==> config.mk <==
export PLATFORM = sky130hd
export DESIGN_NAME = cv32e40p_instr_obi_responder
export DESIGN_NICKNAME = d
export VERILOG_FILES = /design/src/rtl/cv32e40p_instr_obi_responder.sv
export SDC_FILE = /design/constraint.sdc
export NUM_CORES = 1
export LEC_CHECK = 0
export CAP_MARGIN = 15
export CORE_MARGIN = 1
export CORE_UTILIZATION = 47
export CTS_BUF_LIST = sky130_fd_sc_hd__clkbuf_8
export CTS_CLUSTER_DIAMETER = 80
export DETAILED_ROUTE_END_ITERATION = 10
export PLACE_DENSITY_LB_ADDON = 0.05
export SYNTH_ARGS = -nofsm -noshare
export SYNTH_HDL_FRONTEND = slang
export SYNTH_SLANG_ARGS = --single-unit
==> constraint.sdc <==
create_clock -name clk -period 6.3 [get_ports clk]
set_clock_uncertainty 0.05 [all_clocks]
set_input_delay 0.63 -clock clk [delete_from_list [all_inputs] [get_ports clk]]
set_output_delay 0.63 -clock clk [all_outputs]
set_load 0.01 [all_outputs]
==> src/rtl/cv32e40p_instr_obi_responder.sv <==
// cv32e40p_instr_obi_responder
//   Responder (memory) side of the OBI instruction-fetch interface. It grants
//   requests while fewer than MAX_OUTSTANDING responses are pending, reads a
//   synchronous word-wide memory port and returns the responses in order,
//   each at least LATENCY cycles after its grant. The stall_i and resp_hold_i
//   inputs let a testbench suppress grants or responses.
//
//   Optional feature macro: CV32E40P_INSTR_RESP_ERR_EN
//     defined   : a word index beyond MEM_WORDS gives an error response with
//                 zero data and no memory access
//     undefined : addresses wrap modulo MEM_WORDS and instr_err_o is tied 0
//
// Ports
//   clk, rst_n      clock, asynchronous active-low reset
//   instr_req_i     OBI request
//   instr_addr_i    byte address (bits [1:0] ignored)
//   instr_gnt_o     OBI grant (combinational)
//   instr_rvalid_o  response valid
//   instr_rdata_o   response data (0 when no response)
//   instr_err_o     response error (0 when no response)
//   stall_i         forces instr_gnt_o low
//   resp_hold_i     holds back instr_rvalid_o
//   mem_req_o       memory read strobe
//   mem_addr_o      memory word index
//   mem_rdata_i     memory data, valid the cycle after mem_req_o

module cv32e40p_instr_obi_responder #(
    parameter int unsigned MAX_OUTSTANDING = 2,
    parameter int unsigned LATENCY         = 1,
    parameter int unsigned MEM_WORDS       = 1024
) (
    input  logic                          clk,
    input  logic                          rst_n,
    input  logic                          instr_req_i,
    input  logic [31:0]                   instr_addr_i,
    output logic                          instr_gnt_o,
    output logic                          instr_rvalid_o,
    output logic [31:0]                   instr_rdata_o,
    output logic                          instr_err_o,
    input  logic                          stall_i,
    input  logic                          resp_hold_i,
    output logic                          mem_req_o,
    output logic [$clog2(MEM_WORDS)-1:0]  mem_addr_o,
    input  logic [31:0]                   mem_rdata_i
);

    localparam int unsigned AW = $clog2(MEM_WORDS);
    localparam int unsigned PW = (MAX_OUTSTANDING > 1) ? $clog2(MAX_OUTSTANDING) : 1;
    localparam logic [PW-1:0] LAST_PTR = PW'(MAX_OUTSTANDING - 1);
    localparam logic [2:0]    FULL_OCC = 3'(MAX_OUTSTANDING);
    localparam logic [3:0]    LAT      = 4'(LATENCY);

    // Response queue storage
    logic [31:0]                q_data [MAX_OUTSTANDING];
    logic [3:0]                 q_age  [MAX_OUTSTANDING];
    logic [MAX_OUTSTANDING-1:0] q_valid;
    logic [MAX_OUTSTANDING-1:0] q_cap;
    logic [MAX_OUTSTANDING-1:0] q_err;

    logic [PW-1:0] rd_ptr;
    logic [PW-1:0] wr_ptr;
    logic [2:0]    occ;

    // Entry granted last cycle whose memory data is on mem_rdata_i right now
    logic          pend_valid;
    logic [PW-1:0] pend_ptr;

    logic          bypass;
    logic          head_ready;
    logic          retire;
    logic          gnt;
    logic          addr_err;
    logic [31:0]   head_data;
    logic          unused_addr_bits;

    function automatic logic [PW-1:0] ptr_inc(input logic [PW-1:0] p);
        return (p == LAST_PTR) ? '0 : p + 1'b1;
    endfunction

    assign unused_addr_bits = ^{instr_addr_i[1:0], instr_addr_i >> (2 + AW)};

`ifdef CV32E40P_INSTR_RESP_ERR_EN
    assign addr_err = |(instr_addr_i >> (2 + AW));
`else
    assign addr_err = 1'b0;
`endif

    // Head data may still be on the memory bus (LATENCY=1 bypass)
    assign bypass     = pend_valid && (pend_ptr == rd_ptr);
    assign head_ready = q_valid[rd_ptr] && (q_cap[rd_ptr] || bypass) && (q_age[rd_ptr] >= LAT);
    assign retire     = head_ready && !resp_hold_i;
    assign gnt        = instr_req_i && !stall_i && ((occ < FULL_OCC) || retire);

    assign instr_gnt_o = gnt;
    assign mem_req_o   = gnt && !addr_err;
    assign mem_addr_o  = mem_req_o ? instr_addr_i[2 +: AW] : '0;

    always_comb begin
        head_data = q_data[rd_ptr];
        if (bypass) begin
            head_data = q_err[rd_ptr] ? '0 : mem_rdata_i;
        end
    end

    assign instr_rvalid_o = retire;
    assign instr_rdata_o  = retire ? head_data : '0;
`ifdef CV32E40P_INSTR_RESP_ERR_EN
    assign instr_err_o    = retire && q_err[rd_ptr];
`else
    assign instr_err_o    = 1'b0;
`endif

    // Update order matters: capture, then retire, then the new grant, so a
    // grant into the slot freed this same cycle wins.
    always_ff @(posedge clk or negedge rst_n) begin
        if (!rst_n) begin
            for (int unsigned i = 0; i < MAX_OUTSTANDING; i++) begin
                q_data[i] <= '0;
                q_age[i]  <= '0;
            end
            q_valid    <= '0;
            q_cap      <= '0;
            q_err      <= '0;
            rd_ptr     <= '0;
            wr_ptr     <= '0;
            occ        <= '0;
            pend_valid <= 1'b0;
            pend_ptr   <= '0;
        end else begin
            for (int unsigned i = 0; i < MAX_OUTSTANDING; i++) begin
                if (q_valid[i] && (q_age[i] != 4'hF)) begin
                    q_age[i] <= q_age[i] + 4'd1;
                end
            end

            if (pend_valid) begin
                q_data[pend_ptr] <= q_err[pend_ptr] ? '0 : mem_rdata_i;
                q_cap[pend_ptr]  <= 1'b1;
            end

            if (retire) begin
                q_valid[rd_ptr] <= 1'b0;
                rd_ptr          <= ptr_inc(rd_ptr);
            end

            if (gnt) begin
                q_valid[wr_ptr] <= 1'b1;
                q_age[wr_ptr]   <= 4'd1;
                q_cap[wr_ptr]   <= 1'b0;
                q_err[wr_ptr]   <= addr_err;
                q_data[wr_ptr]  <= '0;
                wr_ptr          <= ptr_inc(wr_ptr);
            end

            pend_valid <= gnt;
            pend_ptr   <= wr_ptr;

            case ({gnt, retire})
                2'b10:   occ <= occ + 3'd1;
                2'b01:   occ <= occ - 3'd1;
                default: occ <= occ;
            endcase
        end
    end

endmodule

**PDN straps and rails**

Scale bar: 20 um. Pins as bars on the die edge.
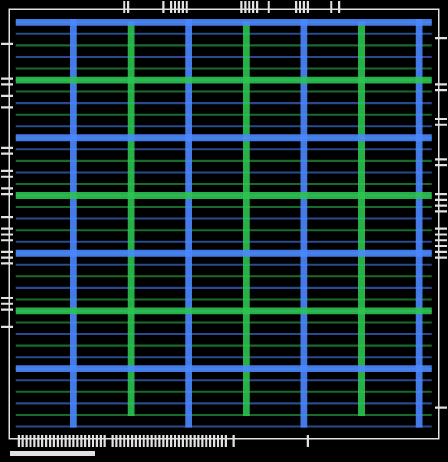
VSS -> blue
VDD -> green
met5 straps = 7
met4 straps = 7
rows = 35

**Track usage over the die**

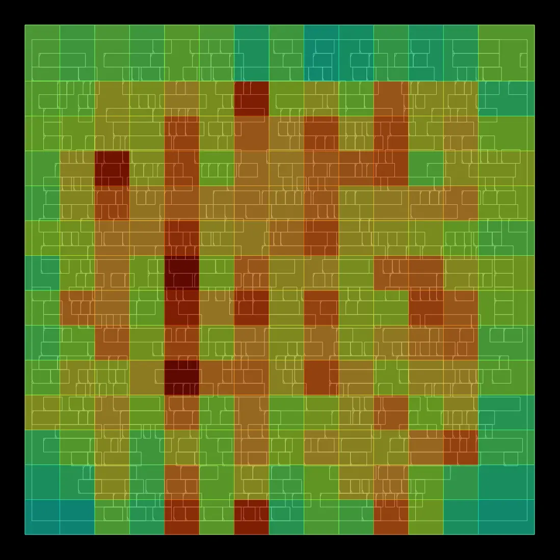
post-DR wirelength/cell: 17.08 um
GR Util met2: 41.78%
Overall Global Routing Usage: 25.01%

**Local utilization**

Scale bar: 20 um. The die is cut into 10 by 10 equal tiles; black is low, pale yellow is high, 0 to 100% covered.
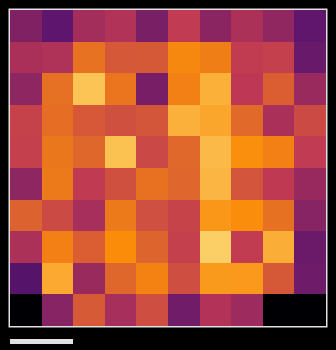
fullest tile = 90%
mean over tiles = 55%
nearly empty tiles = 3.0%
densest ninth of the die = middle
tiles over 75% full = 15%

**Cell classes on the final placement**

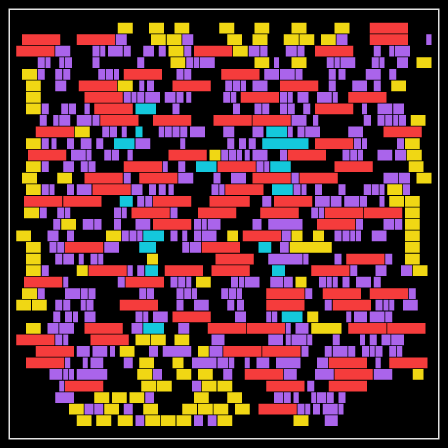
clock drivers and dummy loads -> cyan  # cells 16, share of their area 3.6%
remaining buffers and delay cells -> yellow  # cells 103, share of their area 18%
remaining logic cells -> purple  # cells 376, share of their area 40%
sequential cells -> red  # cells 85, share of their area 38%

==> GITHUB_STEP_SUMMARY <==
### Metrics collected by this job

| Metric | Value |
|---|---|
| Outcome | finished clean |
| Final net count | between 600 and 700 |
| Worst path max stage delay | 0.54 ns |
| Cell Chain, Critical Path | clkdlybuf4s50_1 > nor3_1 > o21ai_4 > a21oi_2 > and2_1 > clkdlybuf4s50_1 |
| Met2 WL | 5788 um |
| Core Area | 0.009328 sq mm |
| Slew headroom | 55.49% |
| Yosys stat chip area | roughly 0.0046 sq mm |
| Highest routed layer | met4 |
| Hold buffer count at cts | 0 |
| Hold Path Class | in -> async |
| Mapped cell area | ~0.0046 sq mm |
| # resized after CTS | 0 |
| Arr. time, crit path | 2.91 ns |
| # diodes | 0 |
| Cell total in the yosys stat output | just over 500 |
| Crit path top cell by count | clkdlybuf4s50_1 |
| Placed wire-length estimate | 6954 um |
| Clk root buf | clkbuf_8 |
| Max cap viols | 0 |
| Initial antenna violation count | 0 |
| Avg Synthesized Cell Area | approximately 9 sq um |
| M1 WL | 5580 um |
| Net count after synthesis | around 580 |
| Worst path top cell family by delay | buffers and inverters |
| Period utilization | 56.93% |
| CP Launch Type | primary input |
| I/O Pins | 115 |
| WP buf/inv | 2 |
| DR DRC count | 0 |
| Global route total overflow | 0 |
| Worst-margin pin slew | 0.6537 ns |
| H-tree levels | 3 |
| CP required | 5.62 ns |
| Filler Cell Count | approximately 820 |
| Vias/cell | about 5.7 |
| Slowest cell on the critical path | clkdlybuf4s50_1 |
| Tool warnings | 48 |
| Max Transition Viols Final | 0 |
| Die area | about 0.010 sq mm |
| Fmax | 278.8 MHz |
| Max IR drop VDD | 181.0 uV |
-- worst paths after layout --
| kind | slack, ns | end | depth (start not counted) | from |
|---|---|---|---|---|
| hold / removal | 0.18 | q_age[5] | 1 | rst_n |
| setup reg to reg | 3.37 | occ[2] | 11 | pend_ptr |
| setup / recovery | 2.71 | mem_addr_o[2] | 6 | resp_hold_i |
| hold reg to reg | 0.41 | pend_ptr | 0 | wr_ptr |
| min in group clk | 0.41 | pend_ptr | 0 | wr_ptr |
| max in group asynchronous | 5.02 | q_data[61] | 2 | rst_n |
-- state kept, by name (all words and copies together), names as in the netlist --
name	count
occ	3
pend_valid	1
q_data	64
pend_ptr	1
q_age	8
q_cap	2
rd_ptr	1
wr_ptr	1
q_err	2
q_valid	2
-- metal layers --
metal	track usage (%)	up-vias
met4	7.246	0
met5	0	-
met3	3.259	12
met1	34.19	1998
met2	41.78	120
li1	-	1923
-- layout make-up --
type                    instances  area [sq um]  area share, %
multi-input cells             371          2246          38.79
flip-flops and latches         85          2128          36.75
repair buffers                103          1031          17.80
well taps                     129         161.4          2.787
clock buffers                   9         123.9          2.139
clock inverters                 7         81.33          1.404
inverters                       5         18.77         0.3241
-- stage by stage --
step	cell area, sq um	hold WS [ns]	utilization [%]	cells
floorplan	4589	0.2844	-	510
global placement	5538	0.3836	59.37	691
detailed placement	5538	0.3858	59.37	691
CTS	5743	0.2138	61.57	707
global route	5791	0.2214	62.08	709
finish	5791	0.1845	62.08	709
-- Yosys cell counts --
library cell	number	area share, %
a211oi_1	32	5.2
a21boi_1	1	0.16
a21oi_1	102	11
a21oi_2	1	0.19
a22oi_1	1	0.16
and2_1	11	1.5
and4b_1	2	0.44
buf_2	14	1.5
buf_4	6	0.98
buf_6	4	0.98
clkbuf_1	25	2.0
conb_1	1	0.082
dfrtp_1	85	46
fa_1	1	0.44
ha_1	3	0.82
inv_1	5	0.41
mux2i_1	34	7.4
mux2i_2	1	0.30
nand2_1	39	3.2
nand2b_1	4	0.55
nand3_1	37	4.0
nand3b_1	1	0.16
nor2_1	44	3.6
nor2b_1	3	0.41
nor3_1	29	3.2
nor3_2	8	1.7
nor4_1	1	0.14
o211a_1	1	0.22
o21ai_2	1	0.19
o22a_1	1	0.19
o32a_1	1	0.22
or2_2	1	0.14
xnor2_1	5	0.95
xor2_1	5	0.95
-- kinds of logic after synthesis --
group / synth area share [%]
xor+xnor: 1.908
other cells: 0.08171
fa+ha+maj: 1.254
flops: 46.35
mux: 7.715
buf+inv: 5.943
simple gates: 19.06
compound gates: 17.69
-- power by group --
| group | internal (mW) | switching (mW) | total [mW] |
|---|---|---|---|
| Clock | 0.190 | 0.220 | 0.410 |
| Sequential | 0.806 | 0.178 | 0.984 |
| Combinational | 0.467 | 0.531 | 0.998 |
No activity file was given, so power comes from the tool's default toggle rates.
